Fig. 1: run 1, met1 routing
The bar under the picture is 50 microns long. Supply wires on this layer in grey.
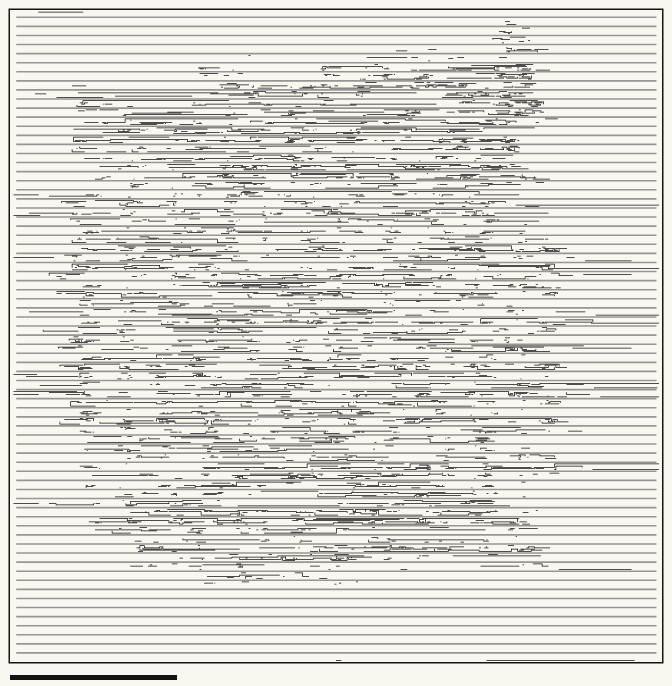
Fig. 2: run 1, met2 routing
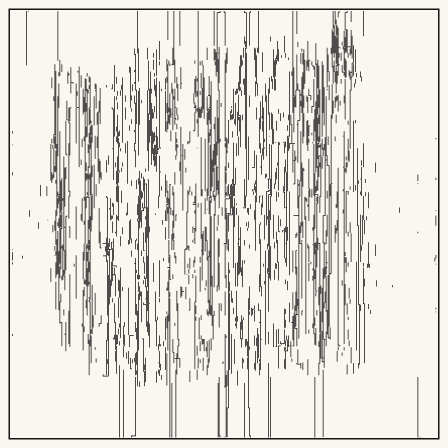
Fig. 3: run 1, the metal 3 layer
The bar under the picture is 50 microns long.
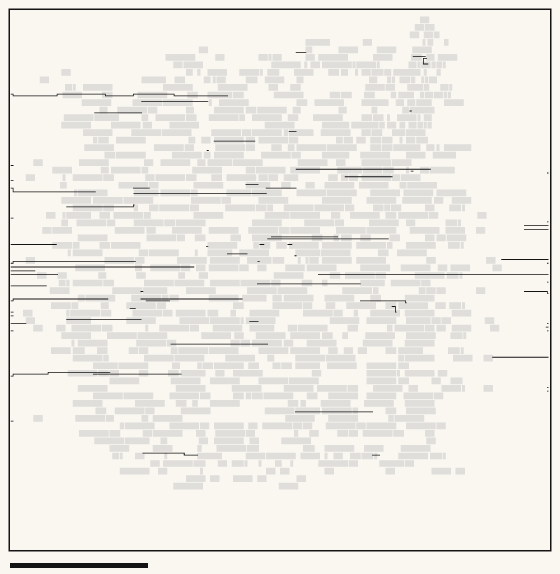
`src/rtl/univ_sync_fifo_pkg.sv`:
```
// Shared constants and helpers for the univ_sync_fifo block.
package univ_sync_fifo_pkg;

    // Pointer index width for a given depth; depth is a power of two >= 2.
    function automatic int addr_w(input int depth);
        return (depth < 2) ? 1 : $clog2(depth);
    endfunction

endpackage

```
`src/rtl/univ_sync_fifo_ram.sv`:
```
// Simple dual-port storage: synchronous write port, registered read port.
module univ_sync_fifo_ram #(
    parameter int DEPTH      = 8,
    parameter int DATA_WIDTH = 32,
    parameter int ADDR_W     = 3
) (
    input  logic                  clk,
    input  logic                  rst,
    input  logic                  we,
    input  logic [ADDR_W-1:0]     waddr,
    input  logic [DATA_WIDTH-1:0] wdata,
    input  logic                  re,
    input  logic [ADDR_W-1:0]     raddr,
    output logic [DATA_WIDTH-1:0] rdata
);

    logic [DATA_WIDTH-1:0] mem_r [DEPTH];

    // Storage array is intentionally not reset.
    always_ff @(posedge clk) begin
        if (we) begin
            mem_r[waddr] <= wdata;
        end
    end

    // Read register holds its value until the next accepted read.
    always_ff @(posedge clk) begin
        if (rst) begin
            rdata <= {DATA_WIDTH{1'b0}};
        end else if (re) begin
            rdata <= mem_r[raddr];
        end
    end

endmodule

```
`src/rtl/univ_sync_fifo.sv`:
```
// Single-clock FIFO: wrap-bit pointers, combinational flags, registered read data.
module univ_sync_fifo
    import univ_sync_fifo_pkg::*;
#(
    parameter int FIFO_DEPTH = 8,
    parameter int DATA_WIDTH = 32
) (
    input  logic                  clk,
    input  logic                  rst_n,
    input  logic                  cs,
    input  logic                  wr_en,
    input  logic                  rd_en,
    input  logic [DATA_WIDTH-1:0] data_in,
    output logic [DATA_WIDTH-1:0] data_out,
    output logic                  empty,
    output logic                  full
);

    localparam int ADDR_W = addr_w(FIFO_DEPTH);
    localparam logic [ADDR_W:0] PTR_ONE = {{ADDR_W{1'b0}}, 1'b1};

    logic [ADDR_W:0] wr_ptr_r;
    logic [ADDR_W:0] rd_ptr_r;
    logic            empty_s;
    logic            full_s;
    logic            wr_ok_s;
    logic            rd_ok_s;

    // Flags from pointers; the reset edge suppresses both accesses.
    always_comb begin
        empty_s = (wr_ptr_r == rd_ptr_r);
        full_s  = (wr_ptr_r[ADDR_W] != rd_ptr_r[ADDR_W]) &&
                  (wr_ptr_r[ADDR_W-1:0] == rd_ptr_r[ADDR_W-1:0]);
        wr_ok_s = cs & wr_en & ~full_s & ~rst_n;
        rd_ok_s = cs & rd_en & ~empty_s & ~rst_n;
    end

    assign empty = empty_s;
    assign full  = full_s;

    // Pointer update; rst_n is active-high despite its name.
    always_ff @(posedge clk) begin
        if (rst_n) begin
            wr_ptr_r <= {(ADDR_W+1){1'b0}};
            rd_ptr_r <= {(ADDR_W+1){1'b0}};
        end else begin
            if (wr_ok_s) begin
                wr_ptr_r <= wr_ptr_r + PTR_ONE;
            end
            if (rd_ok_s) begin
                rd_ptr_r <= rd_ptr_r + PTR_ONE;
            end
        end
    end

    univ_sync_fifo_ram #(
        .DEPTH      (FIFO_DEPTH),
        .DATA_WIDTH (DATA_WIDTH),
        .ADDR_W     (ADDR_W)
    ) u_ram (
        .clk   (clk),
        .rst   (rst_n),
        .we    (wr_ok_s),
        .waddr (wr_ptr_r[ADDR_W-1:0]),
        .wdata (data_in),
        .re    (rd_ok_s),
        .raddr (rd_ptr_r[ADDR_W-1:0]),
        .rdata (data_out)
    );

endmodule

```
`config.mk`:
```
export PLATFORM = sky130hd
export DESIGN_NAME = univ_sync_fifo
export DESIGN_NICKNAME = d
export VERILOG_FILES = /design/src/rtl/univ_sync_fifo_pkg.sv /design/src/rtl/univ_sync_fifo_ram.sv /design/src/rtl/univ_sync_fifo.sv
export SDC_FILE = /design/constraint.sdc
export NUM_CORES = 1
export LEC_CHECK = 0
export CORE_MARGIN = 1.5
export CORE_UTILIZATION = 31
export DETAILED_ROUTE_END_ITERATION = 8
export GPL_TIMING_DRIVEN = 0
export REMOVE_ABC_BUFFERS = 1
export SYNTH_ARGS = -nofsm -noshare
export SYNTH_HDL_FRONTEND = slang
export SYNTH_HIERARCHICAL = 1
export SYNTH_SLANG_ARGS = --single-unit
export TNS_END_PERCENT = 50
```
`constraint.sdc`:
```
create_clock -name clk -period 4.4 [get_ports clk]
set_input_delay 0.88 -clock clk [delete_from_list [all_inputs] [get_ports clk]]
set_output_delay 0.88 -clock clk [all_outputs]
set_load 0.05 [all_outputs]
```
==> results.txt, run 1 <==
Physical implementation

The flow ran to the end, and the final reports show no timing, DRC or antenna violations. The fraction of the cycle the final worst path needs is 0.8406. For reference, the top cells by area after synthesis are edfxtp_1 67%, dfxtp_1 7.0%, mux2_2 6.3%. After layout, the minimum clock period comes to 3.699 ns. Post-CTS repair changed the size of 0 cells.

The largest area contributor in the netlist is edfxtp_1. The startpoint class of the critical path is a flop. The worst flop-to-flop path startpoint is rd_ptr_r[0]. Setup repair after global routing left no endpoint under its margin.

The violation tally recorded at the end of detailed-routing iteration 0 is 299. The power density relative to cell area is 441.9 nW/um^2. For the final database, setup skew stands at 0.006522 ns. The worst voltage drop across the vdd grid is 0.0002754 V. The post-synthesis to final-layout area growth is 22.65%.

Per the synthesis report, the AND-OR/OR-AND share of the synthesized area is 0.08295. Per the synthesis report, the adder-cell share of the synthesized area is 0.002183. The worst hold path depth is 2. The required arrival time at the worst endpoint is 3.52 ns. The number of flops mapped to enable cells by yosys is 256. The post-route utilization of the core is recorded as 0.3850. The highest-count logic cell in the final layout is edfxtp_1.

Per the synthesis report, the XOR/XNOR share of the synthesized area is 0.006003. At the floorplan stage, the core utilization is reported as 0.3139. The total congestion overflow is 0. The final setup violation count is 0. The synthesis area per yosys is 11460 sq um.

The synth_stat.txt file lists the number of cells as 656. The clock buffers instantiated in the layout total 32. The logic area is 2819 sq um. Ranked by instance count, the synthesized netlist is headed by 256 x edfxtp_1, 66 x mux2i_1, 64 x mux2_2, 49 x nor2_1, 40 x dfxtp_1. The layout report lists the non-clock buffer share of cell area as 0.08018. The flip-flop count of the largest register after layout is 256. The inserted tap cell count is 468. According to the floorplan report, the die width is 195.3 microns. The area taken by sequential standard cells is reported as 8492 sq um. The worst min-delay path category is flop to flop. Per the detail_route report, vias per standard cell equal 4.739. The cell with the most instances after synthesis is edfxtp_1. The maximum level of the CTS H-tree is 1. Total power for the finished layout comes to 0.006213 W. The logs give a warning total of 25. The launch point of the worst min-delay path is recorded as u_ram/rdata[26]. The top cell types in the final layout, fill and taps aside, are 256 x edfxtp_1, 69 x clkdlybuf4s50_1, 66 x mux2i_1, 64 x mux2_2, 42 x nor2_1. The maximum number of pins on one net before global-route repair is 59. Before any placement, the netlist area is recorded as 11460 sq um. The average detailed-routed wire length per instance is 19.33 microns. The placement row count is 70. Yosys reports the multiplexer fraction of the synthesized area as 0.1205. After synthesis, the largest family of logic cells by area is multiplexers. The layout report gives the register share of total cell area as 0.6040. The quantity of I/O buffers inserted on ports is 70. The final report gives the standard cell area, fillers excluded, as 14060 sq um.

In the Yosys stats the netlist draws on 39 distinct library cells. The script parses the final routing iteration and logs DRC violations as 0. The endpoint of the worst setup timing path is empty. According to the I/O placement log, the pin count is 71. The iteration count recorded for the first detailed-route pass is 4.

The CTS root buffer is clkbuf_16. The number of endpoints with negative hold slack in the final report is 0. The filler cell count is 3274. Of the total synthesized cell area, the portion taken by AND, OR, NAND and NOR gates is 0.02729. The endpoint of the worst hold path is reported as u_ram/rdata[26].

TritonCTS built the clock tree. The origin of the worst setup path is rd_ptr_r[0]. In this run the worst path has a maximum fanout of 37. The clock latency of the later-clocked register in the worst-skew pair is 0.54 ns. The number of standard cells after synthesis is 656. Per the final report, the share of cell area in clock cells is 0.07324.
Notes on Fig. 1 above:
nets with wire on the layer: 740
share of all routed wire: 44%
main direction: horizontal

Notes on Fig. 2 above:
nets with wire on the layer: 650
wire length on this layer: 11900 microns

Notes on Fig. 3 above:
nets with wire on the layer: 47
longest straight run: 83.0 microns
wire length on this layer: 1070 microns
main direction: horizontal
share of all routed wire: 4.5%

==> run 1: routing by layer <==
layer | wire length (microns) | vias to the layer above | global-route usage
met2 | 11850 | 92 | 0.2188
met1 | 10600 | 2921 | 0.1602
met3 | 1072 | 30 | 0.02781
met5 | 27 | - | 0
met4 | 323 | 4 | 0.02814
li1 | - | 2806 | -
==> run 1: power breakdown <==
group | internal [W] | switching [W] | total (W)
Combinational | 0.000221 | 0.000270 | 0.000491
Clock | 0.00157 | 0.00103 | 0.00260
Sequential | 0.00309 | 0.0000370 | 0.00312
Total | 0.00488 | 0.00134 | 0.00621
==> run 1: critical path: stages, from the launching register on <==
cell,delay (ns)
dfxtp_4,0.76
xnor2_2,0.22
nand3_1,0.21
nor2_1,0.24
clkdlybuf4s50_1,0.84
Fig. 4: run 1, clock wiring as the flow saved it
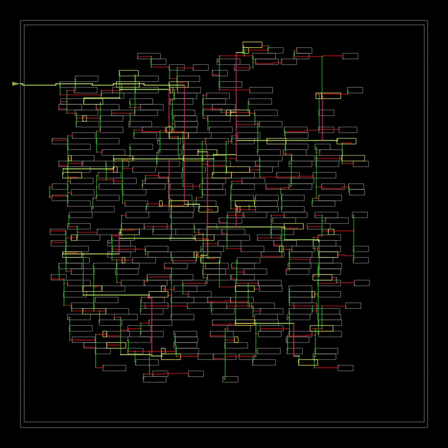

==> run 1 -> run 2 <==
==> constraint.sdc (replaced) <==
create_clock -name clk -period 3.3 [get_ports clk]
set_input_delay 0.66 -clock clk [delete_from_list [all_inputs] [get_ports clk]]
set_output_delay 0.66 -clock clk [all_outputs]
set_load 0.05 [all_outputs]
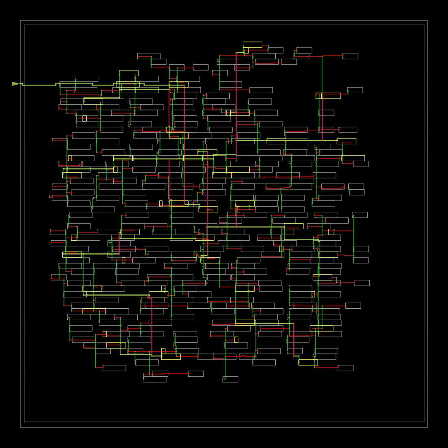
Fig. 5. Clock wiring as the flow saved it (run 2).
clock network power: 0.00347 W
Seq cells: 296
clock buffer count from CTS: 30
clock buffer count in the final layout: 32
setup clock skew after layout: 0.006129 ns

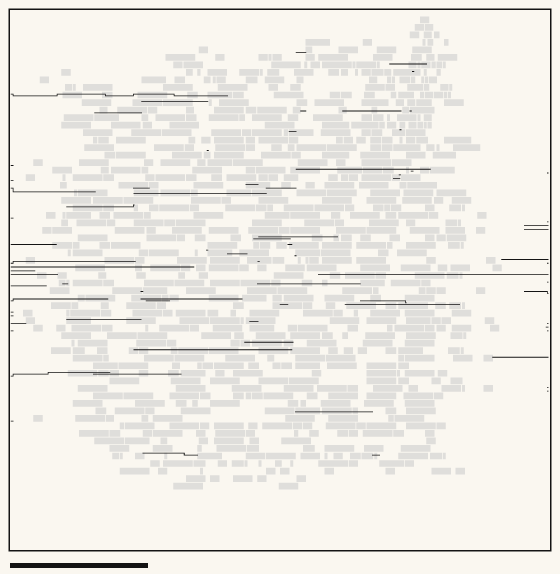
Fig. 6. The metal 3 layer (run 2).
The bar under the picture is 50 microns long.
nets with wire on the layer: 46
longest straight run: 83.0 microns
main direction: horizontal

==> run 2 against run 1 <==
Critical path depth unchanged. Cell count hardly changed. Global-route usage is 0.068 points higher. Highest routed layer unchanged. Synthesized area unchanged. Total power rose by 33%. Hold slack about the same. Combinational power up 37%. Sequential share of layout area shrank 0.11 points. Routed wire length grew 0.67%.
==> results.txt, run 2 <==
Physical implementation

The logic area is 2819 sq um (unchanged). The synthesis area per yosys is 11460 sq um (unchanged). The non-clock buffering overhead in the final layout is 0.08182 (was 0.08018). The horizontal extent of the die is 195.3 microns (unchanged). The number of standard cells after synthesis is 656 (unchanged). The post-cts sizing count came to 2 (was 0). The group with the largest share of power is registers (unchanged). The maximum level of the CTS H-tree was 1 (unchanged).

The required arrival time at the worst endpoint is 2.64 ns (was 3.52 ns). The I/O pin total was 71 (unchanged). The quantity of I/O buffers inserted on ports came to 70 (unchanged). The fraction of the core area occupied by cells at floorplan is 0.3139 (unchanged). The final-layout clock-cell area share was 0.07311 (was 0.07324). List of most frequent post-synthesis cells: 256 x edfxtp_1, 66 x mux2i_1, 64 x mux2_2, 49 x nor2_1, 40 x dfxtp_1 (unchanged). The filler cell count came to 3270 (was 3274). The fraction of the mapped netlist area in adder cells is 0.002183 (unchanged). The tool warning count is 25 (unchanged). The worst min-delay path category is flop to flop (unchanged). The CTS tree is done (unchanged). Most frequent logic cells in the routed design: 256 x edfxtp_1, 67 x clkdlybuf4s50_1, 66 x mux2i_1, 64 x mux2_2, 42 x nor2_1 (was 256 x edfxtp_1, 69 x clkdlybuf4s50_1, 66 x mux2i_1, 64 x mux2_2, 42 x nor2_1). The power after layout is 0.008292 W (was 0.006213 W). The total area of sequential cells was 8492 sq um (unchanged). The number of flops mapped to enable cells by yosys is 256 (unchanged). The cell type group with the largest total delay on the critical path is flip-flops (was buffers and inverters). The total sequential power came to 0.00415 W (was 0.00312 W).

The average detailed-routed wire length per instance is 19.45 microns (was 19.33 microns). The clock latency of the later-clocked register in the worst-skew pair was 0.54 ns (about the same). Outcome: completed (unchanged). Dominant cells by area after synthesis: edfxtp_1 67%, dfxtp_1 7.0%, mux2_2 6.3% (unchanged). The distinct cell type count of the synthesized netlist is 39 (unchanged). Unrepaired setup endpoints after global routing: no (unchanged). The post-synthesis to final-layout area growth is 22.87% (was 22.65%).

The highest-count logic cell in the final layout is edfxtp_1 (unchanged). The startpoint class of the critical path is a flop (unchanged). The internal power summed over all cells is 0.006506 W (was 0.004876 W). The placement row count is 70 (unchanged).
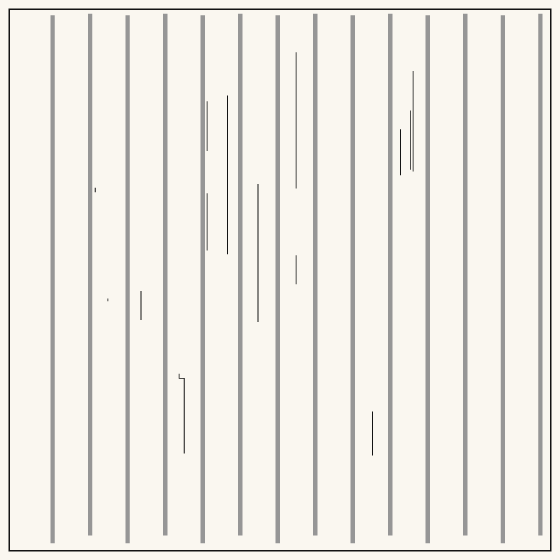
Fig. 7. Met4 routing (run 2).
Supply wires on this layer in grey.
wire length on this layer: 336 microns
share of all routed wire: 1.4%

[run 2: netlist changes by cell type in the layout (fill, tap and decap cells not counted), sizes merged]
cell           change
dlygate4sd2        +2
clkdlybuf4s50      -2
buf                +1
[run 2: final timing paths]
check	from	to	slack [ns]	cells after the start
hold / removal	u_ram/rdata[26]	u_ram/rdata[26]	0.49	2
setup / recovery	rd_ptr_r[2]	empty	0.19	4
setup reg to reg	rd_ptr_r[2]	u_ram/mem_r[3][1]	0.38	7
hold reg to reg	u_ram/rdata[26]	u_ram/rdata[26]	0.49	2
[run 2: layer usage]
metal  vias up  wire length, microns  global-route usage
met5         -                    27                   0
met4         4                   335             0.02900
met3        32                  1124             0.02781
met2       101                 11940              0.2201
met1      2932                 10620              0.1608
li1       2807                     -                   -
Fig. 8: run 2, met2 routing
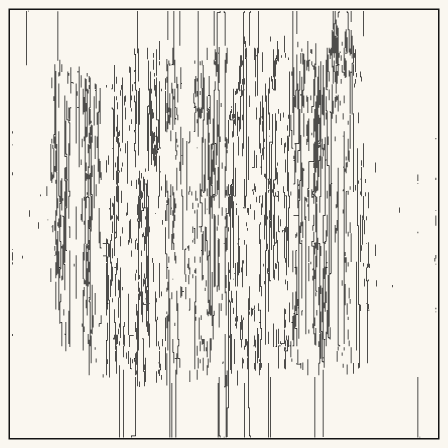

==> run 2 -> run 3 <==
--- a/config.mk
+++ b/config.mk
@@ -5,7 +5,7 @@
 export SDC_FILE = /design/constraint.sdc
 export NUM_CORES = 1
 export LEC_CHECK = 0
-export CORE_MARGIN = 1.5
+export CORE_ASPECT_RATIO = 1.1
 export CORE_UTILIZATION = 31
 export DETAILED_ROUTE_END_ITERATION = 8
 export GPL_TIMING_DRIVEN = 0
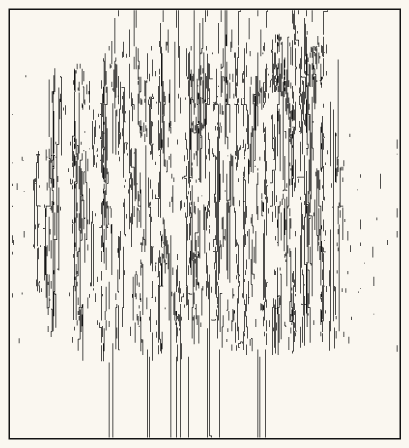
Fig. 9. Met2 routing (run 3).
main direction: vertical
wire length on this layer: 12000 microns
nets with wire on the layer: 647
share of all routed wire: 50%

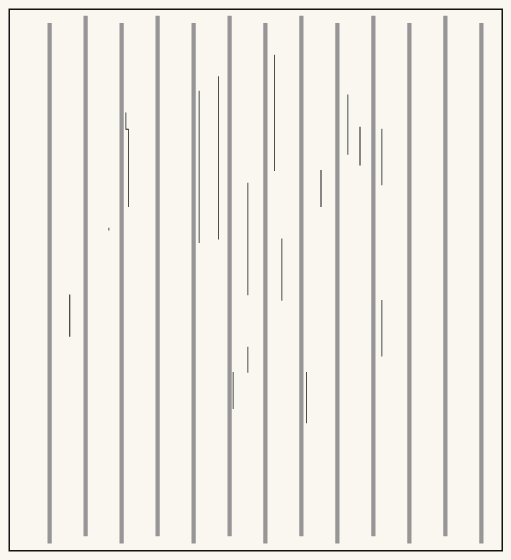
Fig. 10. Met4 routing (run 3).
Supply wires on this layer in grey.
main direction: vertical
longest straight run: 61.2 microns
wire length on this layer: 414 microns
share of all routed wire: 1.7%

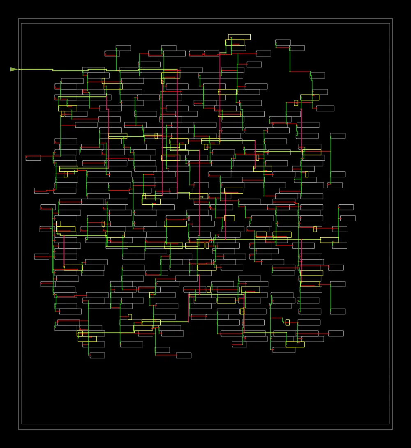
Fig. 11. Clock wiring as the flow saved it (run 3).
Latency at later pin: 0.55 ns
# clock sinks: 296
clock buffer count from CTS: 31

==> run 3 against run 2 <==
Utilization rose by 0.24 points. Sequential power barely moved. Synthesized cell count did not move. Worst setup slack got worse by 0.056 ns. Sequential share of layout area rose by 0.054 points. Largest power group unchanged.
==> results.txt, run 3 <==
Physical implementation

The I/O pin total is 71 (unchanged). The power density relative to cell area is 586.9 nW/um^2 (was 588.7 nW/um^2). The flip-flop count of the largest register after layout is 256 (unchanged). The cell with the most instances after synthesis is edfxtp_1 (unchanged). The power after layout is 0.008259 W (was 0.008292 W). The final clock skew is 0.007307 ns (was 0.006129 ns).

The aoi/oai-family share of the synthesized area is 0.08295 (unchanged). The post-synthesis share of cell area spent on xor and xnor gates is 0.006003 (unchanged). The endpoint of the worst setup timing path was empty (unchanged). The fraction of the mapped netlist area in adder cells came to 0.002183 (unchanged). The CTS root buffer is clkbuf_16 (unchanged). The final setup violation count is 0 (unchanged).

The length of routed met2 wiring is 12000 microns (was 11940 microns). The length in cells of the worst reg-to-reg path came to 8 (was 7). The final design area excluding fillers came to 14070 sq um (was 14080 sq um).

Outcome: completed (unchanged). The final period demand of the worst path is 3.162 ns (was 3.105 ns). The reg-to-reg critical path endpoint is u_ram/mem_r[7][5] (was u_ram/mem_r[3][1]). The highest metal layer with signal wires is met5 (unchanged).

The startpoint class of the critical path is a flop (unchanged). The filler cell count came to 3334 (was 3270). The number of standard cells after synthesis came to 656 (unchanged). The post-route DRC violation count was 0 (unchanged). The fraction of the cycle the final worst path needs is 0.9581 (was 0.9410). The origin of the worst setup path is rd_ptr_r[0] (was rd_ptr_r[2]). The synthesis area per yosys is 11460 sq um (unchanged). The post-synthesis to final-layout area growth was 22.76% (was 22.87%). Most frequent logic cells in the routed design: 256 x edfxtp_1, 67 x clkdlybuf4s50_1, 66 x mux2i_1, 64 x mux2_2, 42 x nor2_1 (unchanged). The quantity of I/O buffers inserted on ports is 70 (unchanged). The distinct cell type count of the synthesized netlist was 39 (unchanged). The highest-count logic cell in the final layout is edfxtp_1 (unchanged). The busiest layer in global routing is met2 (unchanged). The worst flop-to-flop path startpoint is rd_ptr_r[0] (was rd_ptr_r[2]). The end-of-flow core utilization is 0.3881 (was 0.3856).

The maximum number of pins on one net before global-route repair is 43 (was 59). The fraction of met2 tracks used by global routing is 0.2208 (was 0.2201). The global-route met3 utilization is 0.02321 (was 0.02781). List of most frequent post-synthesis cells: 256 x edfxtp_1, 66 x mux2i_1, 64 x mux2_2, 49 x nor2_1, 40 x dfxtp_1 (unchanged). The area fraction in and, or, nand and nor cells was 0.02729 (unchanged).

The worst hold path depth is 2 (unchanged). The total cells reported by yosys after synthesis was 656 (unchanged).
[run 3: cell counts after synthesis]
No cell type changed its count.
[run 3: area by class of cell]
type	instances	area (sq um)	area share
repair buffers	98	1120	0.07958
clock inverters	21	203.9	0.01449
flip-flops and latches	296	8492	0.6035
well taps	487	609.3	0.04330
inverters	1	3.754	0.0002667
clock buffers	37	818.3	0.05815
multi-input cells	319	2825	0.2008
[run 3: worst max-delay path: stages, from the launching register on]
cell             delay (ns)
dfxtp_4                0.63
buf_12                 0.29
xnor2_2                0.19
nand3_1                0.21
nor2_1                 0.23
clkdlybuf4s15_2        0.40
[run 3: report_power, final]
part           switching [W]  internal, W
combinational       0.000368     0.000294
clock                0.00137      0.00207
sequential         0.0000433      0.00411
No activity file was given, so power comes from the tool's default toggle rates.
